==> src/rtl/step_debug_ctrl.sv <==
// Debug step controller: sync/debounce of a raw step key, free-run step timer, step counter and freezable hex display.
// Latency: key press to StepEn = FILTER_CYCLES+1 cycles; StepEn/StepCount/Digits are all registered.
module step_debug_ctrl #(
  parameter int WIDTH         = 16,
  parameter int CHANNELS      = 8,
  parameter int DIGITS        = 8,
  parameter int FILTER_CYCLES = 16
) (
  input  logic                          Clock,
  input  logic                          Reset,
  input  logic                          StepKey,
  input  logic                          RunMode,
  input  logic [15:0]                   RunPeriod,
  input  logic [$clog2(CHANNELS)-1:0]   Sel,
  input  logic                          Freeze,
  input  logic [CHANNELS*WIDTH-1:0]     ChanData,
  output logic                          StepEn,
  output logic [15:0]                   StepCount,
  output logic [DIGITS*4-1:0]           Digits
);

  localparam int DW = $clog2(FILTER_CYCLES);

  logic             sync1, sync2, filt;
  logic [DW-1:0]    dcnt;
  logic [15:0]      pcnt, period_m1;
  logic             key_accept, key_press, run_fire;
  logic [WIDTH-1:0] disp, chan_sel;

  always_comb begin
    period_m1  = (RunPeriod == 16'd0) ? 16'd0 : RunPeriod - 16'd1;
    key_accept = (sync2 != filt) && (dcnt == DW'(FILTER_CYCLES - 1));
    // filt is still 1 here, so an accepted change is a press
    key_press  = key_accept && filt;
    // >= so that shrinking RunPeriod mid-count fires on the next edge
    run_fire   = RunMode && (pcnt >= period_m1);
    chan_sel   = '0;
    if (32'(Sel) < CHANNELS) chan_sel = ChanData[Sel*WIDTH +: WIDTH];
  end

  always_ff @(posedge Clock) begin
    if (Reset) begin
      sync1     <= 1'b1;
      sync2     <= 1'b1;
      filt      <= 1'b1;
      dcnt      <= '0;
      pcnt      <= '0;
      StepEn    <= 1'b0;
      StepCount <= '0;
      disp      <= '0;
    end else begin
      sync1 <= StepKey;
      sync2 <= sync1;

      if (sync2 == filt) begin
        dcnt <= '0;
      end else if (key_accept) begin
        filt <= sync2;
        dcnt <= '0;
      end else begin
        dcnt <= dcnt + 1'b1;
      end

      if (!RunMode || run_fire) pcnt <= '0;
      else                      pcnt <= pcnt + 16'd1;

      StepEn    <= RunMode ? run_fire : key_press;
      StepCount <= StepCount + {15'd0, StepEn};

      if (!Freeze) disp <= chan_sel;
    end
  end

  // Nibbles past WIDTH read as zero; a partial top nibble is zero-extended
  for (genvar k = 0; k < DIGITS; k++) begin : g_nib
    if (4*k + 4 <= WIDTH) begin : g_full
      assign Digits[4*k +: 4] = disp[4*k +: 4];
    end else if (4*k < WIDTH) begin : g_part
      assign Digits[4*k +: 4] = 4'(disp[WIDTH-1:4*k]);
    end else begin : g_zero
      assign Digits[4*k +: 4] = 4'd0;
    end
  end

endmodule

==> config.mk <==
export PLATFORM = sky130hd
export DESIGN_NAME = step_debug_ctrl
export DESIGN_NICKNAME = d
export VERILOG_FILES = /design/src/rtl/step_debug_ctrl.sv
export SDC_FILE = /design/constraint.sdc
export NUM_CORES = 1
export LEC_CHECK = 0
export CAP_MARGIN = 10
export CORE_ASPECT_RATIO = 0.75
export CORE_MARGIN = 2
export CORE_UTILIZATION = 31
export CTS_CLUSTER_SIZE = 14
export DETAILED_ROUTE_END_ITERATION = 8
export MAX_ROUTING_LAYER = met4
export PLACE_DENSITY_LB_ADDON = 0.1
export SYNTH_ARGS = -nofsm -noshare
export SYNTH_HDL_FRONTEND = slang
export SYNTH_SLANG_ARGS = --single-unit
==> constraint.sdc <==
create_clock -name Clock -period 5.3 [get_ports Clock]
set_input_delay 1.325 -clock Clock [delete_from_list [all_inputs] [get_ports Clock]]
set_output_delay 1.325 -clock Clock [all_outputs]
set_load 0.05 [all_outputs]
==> images/met1.png <==
Drawn at 2 px/um. Supply wires on this layer in grey.
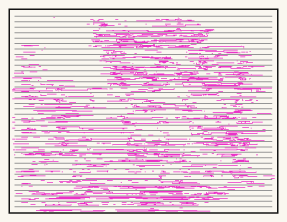
The wires run mostly horizontal. The longest straight run is 52.0 um. The layer holds 47% of the routed length.

==> images/met3.png <==
Drawn at 4 px/um.
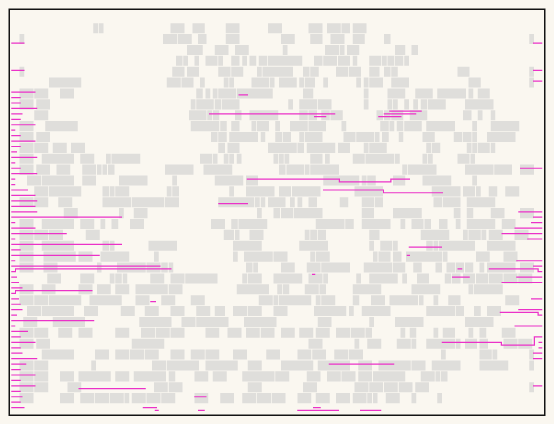
The layer holds 6.4% of the routed length. The longest straight run is 38.9 um. 103 nets have wire on it.

==> images/clock_map.png <==
Drawn at 3 px/um.
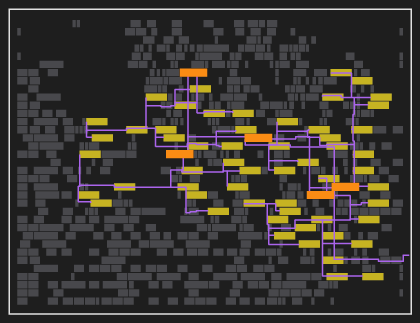
clock wires: drawn in purple, length 740 um. flip-flops: drawn in yellow, count 56. cells driving clock nets: drawn in orange, count 5.
There are 6 routed clock nets.

==> through the flow <==
step | hold WS, ps | setup WS, ps | area, sq um
after floorplan | 389 | 1310 | 3950
after global placement | 395 | 372 | 5820
after detailed placement | 398 | 282 | 5820
after CTS | 406 | 584 | 5960
after global routing | 426 | 264 | 5960
final | 403 | 581 | 5960
==> registers in the layout, indices dropped and copies added (netlist names) <==
signal,count
filt,1
dcnt,4
StepCount,16
StepEn,1
pcnt,16
sync2,1
disp,16
sync1,1
==> layer usage <==
metal / up-vias / part of all wire [%] / track usage, %
met2: 123 / 46 / 28.2
met3: 12 / 6.4 / 4.32
met4: 0 / 1.3 / 4.26
li1: 1806 / - / -
met1: 1676 / 47 / 22.4
met5: - / 0 / -
==> cell type report <==
type | instances | area (sq um)
tap | 166 | 208
multi-input combinational | 334 | 2600
sequential | 56 | 1120
clock buffer | 5 | 125
timing repair buffer | 187 | 1860
inverter | 9 | 33.8
clock inverter | 2 | 12.5
fill | 1154 | 6310
==> worst reg2reg max path: stages, from the launching register on <==
cell and delay (ps):
sky130_fd_sc_hd__dfxtp_1 330, sky130_fd_sc_hd__ha_1 300, sky130_fd_sc_hd__nor2b_1 140, sky130_fd_sc_hd__o211a_1 200, sky130_fd_sc_hd__o311ai_1 340, sky130_fd_sc_hd__nand4b_1 620
sky130_fd_sc_hd__a21oi_1 310
==> worst max path at each step <==
stage | from | end | slack, ps | cells past startpoint
floorplan | RunPeriod[5] | pcnt[10] | 1310 | 11
global placement | RunPeriod[3] | pcnt[6] | 370 | 11
detailed placement | RunPeriod[3] | pcnt[6] | 280 | 11
CTS | RunPeriod[3] | pcnt[6] | 580 | 11
global route | RunPeriod[11] | pcnt[6] | 260 | 11
finish | RunPeriod[3] | pcnt[6] | 580 | 11
==> run summary <==
The synthesis and PnR run went through. The flow ran to the end, and the final reports show no timing, DRC or antenna violations. Combinational logic power landed at 0.333 mW. Overall power consumption landed at 1.09 mW. In this run the power spent charging and discharging nets is 0.305 mW. The tree built by TritonCTS fans out to 56 sinks. Part of the total power dissipated in sequential elements landed at 40.3%. Per the timing report, the achievable frequency comes out to 212 MHz. The analysis reports a worst IR drop on VDD of 113 uV. Post-route period utilization is reported as 89.0%. Share of cells above drive strength 1 landed at 8.43%. In this run the post-CTS setup repair buffer count came out at 0. Share of Yosys cell area claimed by the top area cell type landed at 28.8%.

After synthesis the cells add up to 3900 sq um. Of all cell types, the one taking the most synthesized area is sky130_fd_sc_hd__dfxtp_1. The arrival time of data at the worst endpoint is listed as 4930 ps.

Adder-cell share of the synthesized area landed at 7.06%. For reference, the top cells by count after synthesis are 76 x sky130_fd_sc_hd__nor2_1, 56 x sky130_fd_sc_hd__dfxtp_1, 35 x sky130_fd_sc_hd__nand2_1, 32 x sky130_fd_sc_hd__mux4_2, 28 x sky130_fd_sc_hd__a21oi_1. 201 I/O pins were placed. Number of CTS-inserted buffers landed at 5. Horizontal die dimension landed at 133 um.

For the worst min-delay path, the startpoint reported by OpenROAD is sync1. In this run the maximum-capacitance check reported violations numbering 0. In the routed layout, each cell is associated on average with a via count of 4.77. Total setup violations reported at the end of the flow landed at 0. Subtracting the final worst setup slack from the clock period gives 4720 ps.

Row generation in the floorplan step produced 35 rows. The via count of the first global-routing pass came to 3573. Sequential area share after synthesis landed at 28.8%.

In this run the register-to-register setup slack is 2970 ps. Looking at the critical path, the single cell with the biggest stage delay is sky130_fd_sc_hd__nand4b_1. In this run the static leakage power is 2.26 nW. Count of different cell masters after synthesis landed at 41. Number of standard cells reported by yosys landed at 418. By instance count after routing, the leading logic cell type is sky130_fd_sc_hd__clkdlybuf4s50_1. Hold buffer count at cts landed at 0. The capture point of the worst register-to-register path is recorded as pcnt[6]. The synthesis stats list as the most numerous cell sky130_fd_sc_hd__nor2_1.

Measured against its own limit, the worst slew margin works out to 27.1%. The report lists the number of cells resized after CTS as 0. The critical path is of the input port to flip-flop type. The flow measured a signed area growth from synthesis to layout of 52.8%.

STA classifies the critical path startpoint as an input port. STA shows the worst reg2reg path with a cell count of 6. Power spread over the standard cell area amounts to 183 nW/um^2. In the power breakdown, the biggest contributor is sequential cells. Checking hold timing, the worst path is listed with class flip-flop to flip-flop. Post-synthesis instance total landed at 418. Largest net degree at the start of global routing landed at 33. Yosys mapped a number of flops with a built-in enable equal to 0. Portion of total power attributed to the clock network landed at 29.2%.

For reference, the top cells by area after synthesis are sky130_fd_sc_hd__dfxtp_1 29%, sky130_fd_sc_hd__mux4_2 18%, sky130_fd_sc_hd__nor2_1 7.3%. Share of the core filled with cells landed at 48.6%. Number of diodes added for antenna fixing landed at 0. Transition at the pin with the smallest max-transition slack landed at 1090 ps.

Number of buffers on the longest clock path landed at 2. Per the OpenROAD floorplan log, the area of the core is 12300 sq um. Overall chip area landed at 13500 sq um. Number of buffer cells added on primary ports landed at 184. The endpoint of the worst hold path is reported as sync2. Parity-gate share of the synthesized area counting xor and xnor cells landed at 8.99%. Share of synthesized cell area in and, or, nand and nor gates landed at 20.6%. In the layout the commonest cells are 183 x sky130_fd_sc_hd__clkdlybuf4s50_1, 76 x sky130_fd_sc_hd__nor2_1, 56 x sky130_fd_sc_hd__dfxtp_1. The share of total power dissipated in combinational logic is 30.5%.

Hold violation total from the final report landed at 0. Clock latency of the later-clocked register in the worst-skew pair landed at 290 ps. The startpoint identified for the worst register-to-register timing path is pcnt[1]. Detailed placer's ending HPWL landed at 9.64 mm. Final antenna-violating net count landed at 0. Via total after detailed routing landed at 3617. In this run, synthesis produced a sequential element count of 56.

Number of levels the H-tree was split into landed at 2. First-iteration detailed-routing DRC count landed at 88. After detailed routing, the total wire length is 11.3 mm. According to the timing report, the data required time at the worst endpoint equals 5510 ps. Per the final report, max-transition violations number 0. Final global-route overflow total landed at 0. Count of buffer and inverter cells on the critical path landed at 1. Global routing used 17.5% of the available tracks across all layers. The switching portion of total power comes to 27.9%. Among the non-sequential cells, multiplexers take the most area. STA classifies the critical path endpoint as a flip-flop. Final weighted congestion in routability-driven placement landed at 0.824.

Hold analysis shows the worst path with a depth of 1. Synthesis area per yosys landed at 3900 sq um. Number of design rule violations left after detail routing landed at 0. The synthesis report gives the async set-or-reset register share as 0%. On the worst path, the slowest cell contributes a delay of 620 ps. Per the post-CTS timing run, clock transition at the registers of the reported paths is 70 ps. Including well taps, the total number of placed cells is 752.

The net count of the finished layout is 767.
Power figures rest on the tool's default switching activity, not on a simulated workload.
